### src/rtl/seq_divmod.sv
// Iterative radix-2 restoring divider with AXI-stream operand/result handshakes.
// Define SEQ_DIVMOD_SIGNED_EN for two's-complement operands (adds one fix-up cycle).
module seq_divmod #(
  parameter int WIDTH = 40
) (
  input  logic               clk,
  input  logic               rst_n,
  input  logic [WIDTH-1:0]   s_axis_dividend_tdata,
  input  logic               s_axis_dividend_tvalid,
  output logic               s_axis_dividend_tready,
  input  logic [WIDTH-1:0]   s_axis_divisor_tdata,
  input  logic               s_axis_divisor_tvalid,
  output logic               s_axis_divisor_tready,
  output logic [2*WIDTH-1:0] m_axis_dout_tdata,
  output logic               m_axis_dout_tuser,
  output logic               m_axis_dout_tvalid,
  input  logic               m_axis_dout_tready
);

  localparam int CW = $clog2(WIDTH + 1);

  typedef enum logic [1:0] {S_IDLE, S_CALC, S_FIX, S_DONE} state_t;

  state_t             r_state;
  logic [CW-1:0]      r_cnt;
  logic [WIDTH-1:0]   r_dvd;   // dividend shifts out MSB first, quotient bits shift in at LSB
  logic [WIDTH-1:0]   r_dvs;
  logic [WIDTH-1:0]   r_rem;
  logic               r_ready;
  logic               r_valid;
  logic               r_user;
  logic [2*WIDTH-1:0] r_data;

  logic               w_accept;
  logic [WIDTH:0]     w_shift;
  logic [WIDTH:0]     w_sub;
  logic               w_ge;
  logic [WIDTH-1:0]   w_a_mag;
  logic [WIDTH-1:0]   w_b_mag;

  assign w_accept = r_ready & s_axis_dividend_tvalid & s_axis_divisor_tvalid;

  // Trial remainder is one bit wider than the operands so the compare cannot overflow.
  assign w_shift = {r_rem, r_dvd[WIDTH-1]};
  assign w_ge    = (w_shift >= {1'b0, r_dvs});
  assign w_sub   = w_shift - {1'b0, r_dvs};

`ifdef SEQ_DIVMOD_SIGNED_EN
  logic             r_neg_q;
  logic             r_neg_r;
  logic [WIDTH-1:0] r_a_orig;
  logic [WIDTH-1:0] w_q_fix;
  logic [WIDTH-1:0] w_r_fix;

  // The most-negative value maps to 2^(WIDTH-1), which still fits as an unsigned magnitude.
  assign w_a_mag = s_axis_dividend_tdata[WIDTH-1] ? (~s_axis_dividend_tdata + WIDTH'(1))
                                                  : s_axis_dividend_tdata;
  assign w_b_mag = s_axis_divisor_tdata[WIDTH-1]  ? (~s_axis_divisor_tdata + WIDTH'(1))
                                                  : s_axis_divisor_tdata;
  assign w_q_fix = r_neg_q ? (~r_dvd + WIDTH'(1)) : r_dvd;
  assign w_r_fix = r_neg_r ? (~r_rem + WIDTH'(1)) : r_rem;
`else
  assign w_a_mag = s_axis_dividend_tdata;
  assign w_b_mag = s_axis_divisor_tdata;
`endif

  // NOTE: sequential state uses non-blocking (<=) so every register samples pre-edge values.
  always_ff @(posedge clk or negedge rst_n) begin
    if (!rst_n) begin
      r_state <= S_IDLE;
      r_cnt   <= '0;
      r_dvd   <= '0;
      r_dvs   <= '0;
      r_rem   <= '0;
      r_ready <= 1'b1;
      r_valid <= 1'b0;
      r_user  <= 1'b0;
      r_data  <= '0;
`ifdef SEQ_DIVMOD_SIGNED_EN
      r_neg_q  <= 1'b0;
      r_neg_r  <= 1'b0;
      r_a_orig <= '0;
`endif
    end else begin
      case (r_state)
        S_IDLE: begin
          if (w_accept) begin
            r_dvd   <= w_a_mag;
            r_dvs   <= w_b_mag;
            r_rem   <= '0;
            r_cnt   <= '0;
            r_ready <= 1'b0;
            r_state <= S_CALC;
`ifdef SEQ_DIVMOD_SIGNED_EN
            r_neg_q  <= s_axis_dividend_tdata[WIDTH-1] ^ s_axis_divisor_tdata[WIDTH-1];
            r_neg_r  <= s_axis_dividend_tdata[WIDTH-1];
            r_a_orig <= s_axis_dividend_tdata;
`endif
          end
        end

        S_CALC: begin
          if (r_cnt != CW'(WIDTH)) begin
            r_rem <= w_ge ? w_sub[WIDTH-1:0] : w_shift[WIDTH-1:0];
            r_dvd <= {r_dvd[WIDTH-2:0], w_ge};
            r_cnt <= r_cnt + CW'(1);
          end else begin
`ifdef SEQ_DIVMOD_SIGNED_EN
            r_state <= S_FIX;
`else
            r_data  <= {r_dvd, r_rem};
            r_user  <= (r_dvs == '0);
            r_valid <= 1'b1;
            r_state <= S_DONE;
`endif
          end
        end

`ifdef SEQ_DIVMOD_SIGNED_EN
        S_FIX: begin
          // A zero divisor reports the raw dividend, not a sign-adjusted magnitude.
          if (r_dvs == '0) begin
            r_data <= {{WIDTH{1'b1}}, r_a_orig};
            r_user <= 1'b1;
          end else begin
            r_data <= {w_q_fix, w_r_fix};
            r_user <= 1'b0;
          end
          r_valid <= 1'b1;
          r_state <= S_DONE;
        end
`endif

        S_DONE: begin
          if (m_axis_dout_tready) begin
            r_valid <= 1'b0;
            r_ready <= 1'b1;
            r_state <= S_IDLE;
          end
        end

        default: begin
          r_ready <= 1'b1;
          r_valid <= 1'b0;
          r_state <= S_IDLE;
        end
      endcase
    end
  end

  assign s_axis_dividend_tready = r_ready;
  assign s_axis_divisor_tready  = r_ready;
  assign m_axis_dout_tdata      = r_data;
  assign m_axis_dout_tuser      = r_user;
  assign m_axis_dout_tvalid     = r_valid;

endmodule

### config.mk
export PLATFORM = sky130hd
export DESIGN_NAME = seq_divmod
export DESIGN_NICKNAME = d
export VERILOG_FILES = /design/src/rtl/seq_divmod.sv
export SDC_FILE = /design/constraint.sdc
export NUM_CORES = 1
export LEC_CHECK = 0
export CAP_MARGIN = 20
export CORE_MARGIN = 2
export CORE_UTILIZATION = 30
export DETAILED_ROUTE_END_ITERATION = 8
export HOLD_SLACK_MARGIN = 0.02
export SLEW_MARGIN = 0
export SYNTH_ARGS = -nofsm -noshare
export SYNTH_HDL_FRONTEND = slang
export SYNTH_SLANG_ARGS = --single-unit
export TNS_END_PERCENT = 5
### constraint.sdc
create_clock -name clk -period 4.9 [get_ports clk]
set_input_delay 0.49 -clock clk [delete_from_list [all_inputs] [get_ports clk]]
set_output_delay 0.49 -clock clk [all_outputs]
set_load 0.01 [all_outputs]
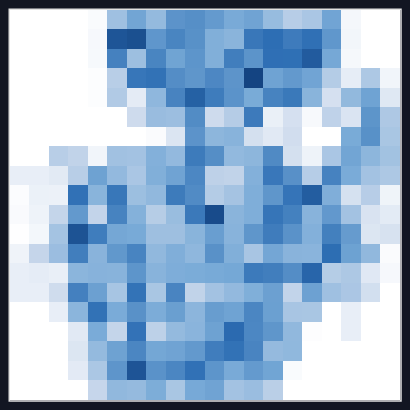
run_1/util_map.png
Scale: 2 px per um. The die is cut into 20 by 20 equal tiles; white is low, dark blue is high, 0 to 100% covered.
tiles over 75% full: 3.0%
fullest tile: 92%
mean over tiles: 35%
emptiest ninth of the die: upper left
nearly empty tiles: 22%

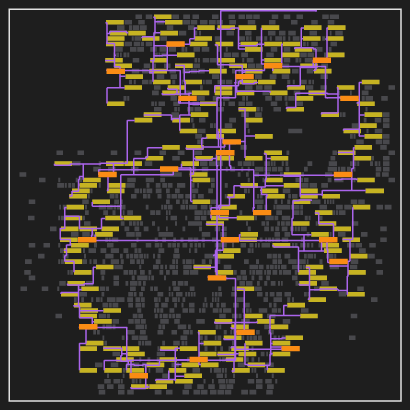
run_1/clock_wires.png
Scale: 2 px per um.
legend:
  clock wires:
    color: purple
    length: 2930 um
  clock-net drivers:
    color: orange
    count: 24
  flip-flops:
    color: yellow
    count: 211
routed clock nets: 25
flops lie: spread over the die
setup skew after layout: 0.008786 ns
power in the clock group: 1.73 mW
clock group share of total power: 0.483

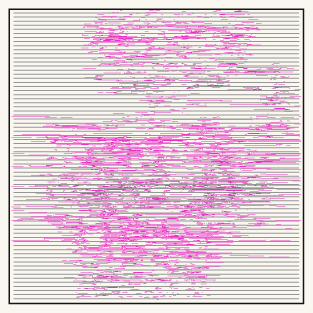
run_1/m1.png
Scale: 1.5 px per um. Supply wires on this layer in gray.
nets with wire on the layer: 1256
wire length on this layer: 14200 um
main direction: horizontal
via count of the routed design: 8528
Final Routed Wirelength: 30.05 mm
routing usage on met1: 0.2240

==> impl_metrics.env, run 1 <==
# physical design summary
export IMPL_fin_cells=1704
export IMPL_combGateArea_sq_um=5280
export IMPL_synth_yosys_seq_area_share=0.4818
export IMPL_wire_per_inst_um=17.63
export IMPL_hold_path_class="input port to asynchronous set/reset pin"
export IMPL_antenna_violations_before_repair=1
export IMPL_num_nonclk_inverters=49
export IMPL_crit_path_end="r_rem[25]$_DFFE_PN0P_"
export IMPL_worst_slack_ns=1.209
export IMPL_comb_cell_share=0.3804
export IMPL_sw_pwr_mw=0.7578
export IMPL_maxSlewHeadroom=0.4652
export IMPL_layout_cells_largest_class="sequential cells"
export IMPL_drv_max_cap_violation_count=0
export IMPL_finalSetupViolCount=0
export IMPL_synthFlopType="dfrtp_1"
export IMPL_total_length_of_routed_met3_wires_mm=1.404
export IMPL_track_usage=0.1578
export IMPL_detailed_place_area_sq_um=13120
export IMPL_highest_layer="met4"
export IMPL_cts_tree="done"
export IMPL_grt_util_met3=0.02470
export IMPL_ant_nets=0
export IMPL_layout_clock_buffers=36
export IMPL_synth_yosys_warnings=0
export IMPL_core_sq_um=36260
export IMPL_globalplace_congestion=0.8638
export IMPL_synth_nets=1202
export IMPL_worst_path_max_fanout=23
export IMPL_max_clock_freq_mhz=270.9
export IMPL_detailedPlacementHpwl_mm=21.46
export IMPL_postSynthCellCount=1074
export IMPL_power_share_switching=0.2109
export IMPL_final_layout_size_suffix_gt1_frac=0.1126
export IMPL_drc_markers=0
export IMPL_final_layout_top_logic_cells="dfrtp_1 (210), clkdlybuf4s50_1 (167), nand2_1 (132), o21ai_0 (98), mux2_2 (81)"
export IMPL_synth_cellmix_compoundShare=0.1485
export IMPL_global_route_usage_met2=0.2470
export IMPL_detailroute_wirelength_met2_mm=13.62
export IMPL_pin_count_of_the_biggest_net_entering_global_routing=120
export IMPL_io_pins=169
export IMPL_startpoint="r_rem[10]$_DFFE_PN0P_"
export IMPL_final_layout_top_logic_cell="dfrtp_1"
export IMPL_die_width_um=195.1
export IMPL_pre_antenna_drt_iters=5
export IMPL_postSynthAreaPerCell_sq_um=10.21
export IMPL_seq_cell_count=211
export IMPL_worst_setup_hold_path_clk_slew_ns=0.06
export IMPL_root_buffer="clkbuf_16"
export IMPL_post_layout_total_power_mw=3.594
export IMPL_clock_tree_buffer_depth=3
export IMPL_worst_path_stages=11
export IMPL_final_nets=1349
export IMPL_yosys_register_bits=211
export IMPL_synth_largest_type_area_fraction=0.4795
export IMPL_fin_worst_hold_slack_ns=0.03784
export IMPL_synth_stat_cells=1074
export IMPL_fin_area_sq_um=13880
export IMPL_synthMostInstantiatedCell="dfrtp_1"
export IMPL_wl_met1_mm=14.24
export IMPL_clock_tree_htree_level_count=1
export IMPL_fa_ha_area_frac=0.04977
export IMPL_synthDistinctLibCells=57
export IMPL_run_status="finished clean"
export IMPL_startpoint_type="register"
export IMPL_pwr_density_cell_nw_per_um2=258.9
export IMPL_num_nonclk_buffers=179
export IMPL_ys_top_cells_by_area="dfrtp_1 (48%), mux2_2 (8.3%), mux2i_1 (5.0%), ha_1 (4.8%), nand2_1 (4.5%)"
export IMPL_signal_buffer_area_fraction=0.1292
export IMPL_enable_flop_cells=0
export IMPL_async_reset_ff_frac=1.000
export IMPL_final_setup_tns_ns=0
export IMPL_seq_power_share=0.485
export IMPL_gr_max_usage_layer="met2"
export IMPL_post_cts_resized=0
export IMPL_timing_worst_slew_pin_value_ns=0.7954
export IMPL_fill_cells=3611
export IMPL_vias_in_the_first_global_route=8535
export IMPL_timing_critical_path_max_delay_family="AND-OR/OR-AND gates"
export IMPL_clock_latency_late_pin_ns=0.53
export IMPL_fin_crit_sh=0.7534
export IMPL_cp_end_kind="register"
export IMPL_flop_share_of_the_area=0.3805
export IMPL_cts_made_buffers=24
export IMPL_post_cts_setup_buffer_count=0
export IMPL_worst_r2r_cell_count=11
export IMPL_synth_xor_area_share=0.03037
export IMPL_cts_hold_fix_buffers=0
export IMPL_crit_slowest_cell="a31oi_4"
export IMPL_maxPowerGroup="registers"
export IMPL_dpl_worst_slack_ns=1.239
export IMPL_r2r_end="r_rem[25]$_DFFE_PN0P_"
export IMPL_vias_per_cell=5.005
export IMPL_first_iter_violations=539
export IMPL_p_leak_nw=6.279
export IMPL_cell_type_with_the_highest_aggregate_area_in_the_netlist="dfrtp_1"
export IMPL_utilization=0.3828
export IMPL_rows=70
export IMPL_timing_final_crit_period_ns=3.691
export IMPL_ys_area_sq_um=10960
export IMPL_timing_critical_path_slowest_cell_delay_ns=0.51
export IMPL_io_buffers=168
export IMPL_tool_warnings=29
export IMPL_critPathArrivalTime_ns=4.07
export IMPL_die_area_sq_um=38080
export IMPL_power_sequential_mw=1.74
export IMPL_die_y_um=195.1
==> run 2: changes to the inputs <==
- clock period: 4.9 -> 3.2 ns (I/O delays scaled with it)
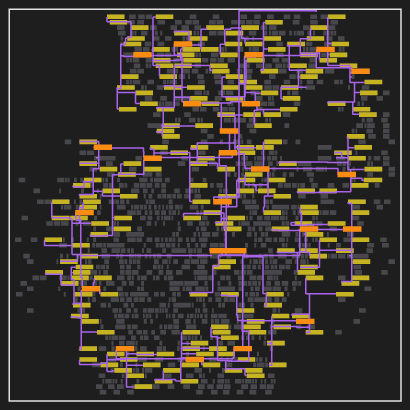
run_2/clock_wires.png
Scale: 2 px per um.
legend:
  clock wires:
    color: purple
    length: 2990 um
  clock-net drivers:
    color: orange
    count: 24
  flip-flops:
    color: yellow
    count: 211
flops lie: spread over the die
routed clock nets: 25
clock group share of total power: 0.493
power in the clock group: 2.77 mW
setup skew after layout: 0.01045 ns

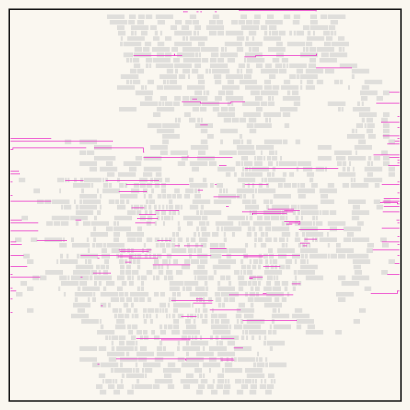
run_2/m3.png
Scale: 2 px per um. Cells faint in the background.
share of all routed wire: 4.7%
longest straight run: 65.1 um
nets with wire on the layer: 104

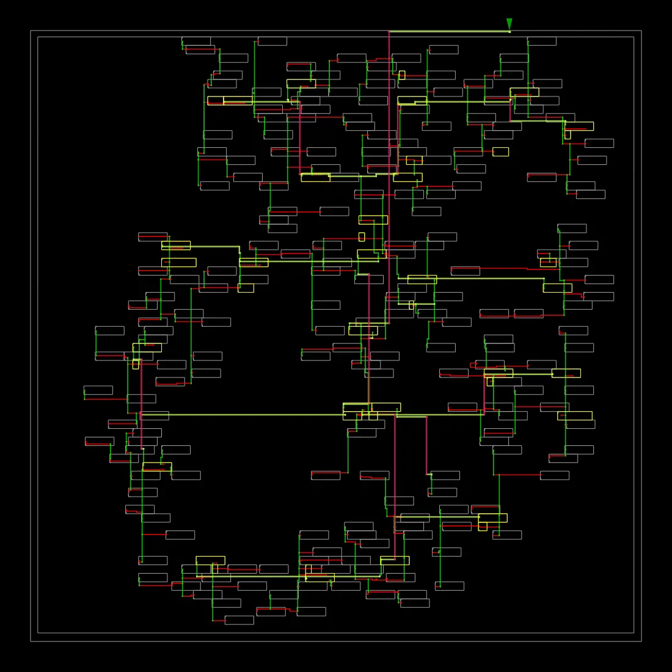
run_2/clock_nets.png
Clock buffer cells: 30
Late-Pin Clk Latency: 0.52 ns

==> run 2 against run 1 <==
Against the previous run: die area unchanged; critical endpoint is now r_rem[12]$_DFFE_PN0P_; utilization up 1.8 points; sequential cell count stayed put; design area increased by 4.7%.
==> impl_metrics.env, run 2 <==
# physical design summary
export IMPL_drc_markers=0
export IMPL_dpl_worst_slack_ns=0.06973
export IMPL_post_cts_resized=0
export IMPL_timing_critical_path_slowest_cell_delay_ns=0.45
export IMPL_grt_use_met1=0.2218
export IMPL_fin_worst_hold_slack_ns=0.3535
export IMPL_wire_per_inst_um=17.80
export IMPL_synth_nets=1202
export IMPL_drv_max_cap_violation_count=0
export IMPL_worst_setup_hold_path_clk_slew_ns=0.06
export IMPL_startpoint_type="register"
export IMPL_run_status="finished clean"
export IMPL_synth_yosys_seq_area_share=0.4818
export IMPL_worst_r2r_cell_count=13
export IMPL_timing_final_crit_period_ns=3.116
export IMPL_die_width_um=195.1
export IMPL_r2r_end="r_rem[12]$_DFFE_PN0P_"
export IMPL_gr_max_usage_layer="met2"
export IMPL_layout_cells_largest_class="multi-input combinational cells"
export IMPL_final_nets=1395
export IMPL_root_buffer="clkbuf_16"
export IMPL_postSynthAreaPerCell_sq_um=10.21
export IMPL_worst_path_stages=13
export IMPL_sw_pwr_mw=1.203
export IMPL_detailed_place_area_sq_um=13450
export IMPL_dr_total_vias=8797
export IMPL_synth_largest_type_area_fraction=0.4795
export IMPL_async_reset_ff_frac=1.000
export IMPL_worst_path_max_fanout=6
export IMPL_worst_slack_ns=0.08382
export IMPL_seq_power_share=0.475
export IMPL_grt_util_met3=0.02263
export IMPL_num_nonclk_buffers=225
export IMPL_core_sq_um=36260
export IMPL_flop_share_of_the_area=0.3633
export IMPL_hold_path_class="input port to register"
export IMPL_synthDistinctLibCells=57
export IMPL_die_area_sq_um=38080
export IMPL_fin_cells=1752
export IMPL_timing_worst_slew_pin_value_ns=0.6272
export IMPL_wl_met1_mm=14.42
export IMPL_synthFlopType="dfrtp_1"
export IMPL_fin_crit_sh=0.9738
export IMPL_synth_cellmix_compoundShare=0.1485
export IMPL_power_share_switching=0.2138
export IMPL_ant_nets=0
export IMPL_track_usage=0.1593
export IMPL_detailroute_wirelength_met2_mm=14.69
export IMPL_fin_area_sq_um=14540
export IMPL_synth_xor_area_share=0.03037
export IMPL_ys_area_sq_um=10960
export IMPL_cell_type_with_the_highest_aggregate_area_in_the_netlist="dfrtp_1"
export IMPL_final_layout_top_logic_cell="dfrtp_1"
export IMPL_tool_warnings=28
export IMPL_post_cts_setup_buffer_count=0
export IMPL_die_y_um=195.1
export IMPL_drt_wl_total_mm=31.18
export IMPL_io_pins=169
export IMPL_vias_in_the_first_global_route=8751
export IMPL_pwr_density_cell_nw_per_um2=386.9
export IMPL_critPathArrivalTime_ns=3.52
export IMPL_p_leak_nw=6.578
export IMPL_power_sequential_mw=2.67
export IMPL_utilization=0.4009
export IMPL_cp_end_kind="register"
export IMPL_maxSlewHeadroom=0.5780
export IMPL_finalSetupViolCount=0
export IMPL_fill_cells=3607
export IMPL_enable_flop_cells=0
export IMPL_crit_path_end="r_rem[12]$_DFFE_PN0P_"
export IMPL_final_layout_top_logic_cells="dfrtp_1 (210), clkdlybuf4s50_1 (167), nand2_1 (132), o21ai_0 (97), mux2_2 (81)"
export IMPL_global_route_usage_met2=0.2616
export IMPL_final_layout_size_suffix_gt1_frac=0.1606
export IMPL_clock_tree_buffer_depth=3
export IMPL_antenna_violations_before_repair=1
export IMPL_startpoint="r_dvs[24]$_DFFE_PN0P_"
export IMPL_final_setup_tns_ns=0
export IMPL_num_nonclk_inverters=49
export IMPL_first_iter_violations=497
export IMPL_maxPowerGroup="the clock network"
export IMPL_vias_per_cell=5.021
export IMPL_highest_layer="met4"
export IMPL_globalplace_congestion=0.9227
export IMPL_signal_buffer_area_fraction=0.1588
export IMPL_cts_tree="done"
export IMPL_crit_slowest_cell="a2111o_1"
export IMPL_postSynthCellCount=1074
Power is estimated from default activity; no workload was simulated.
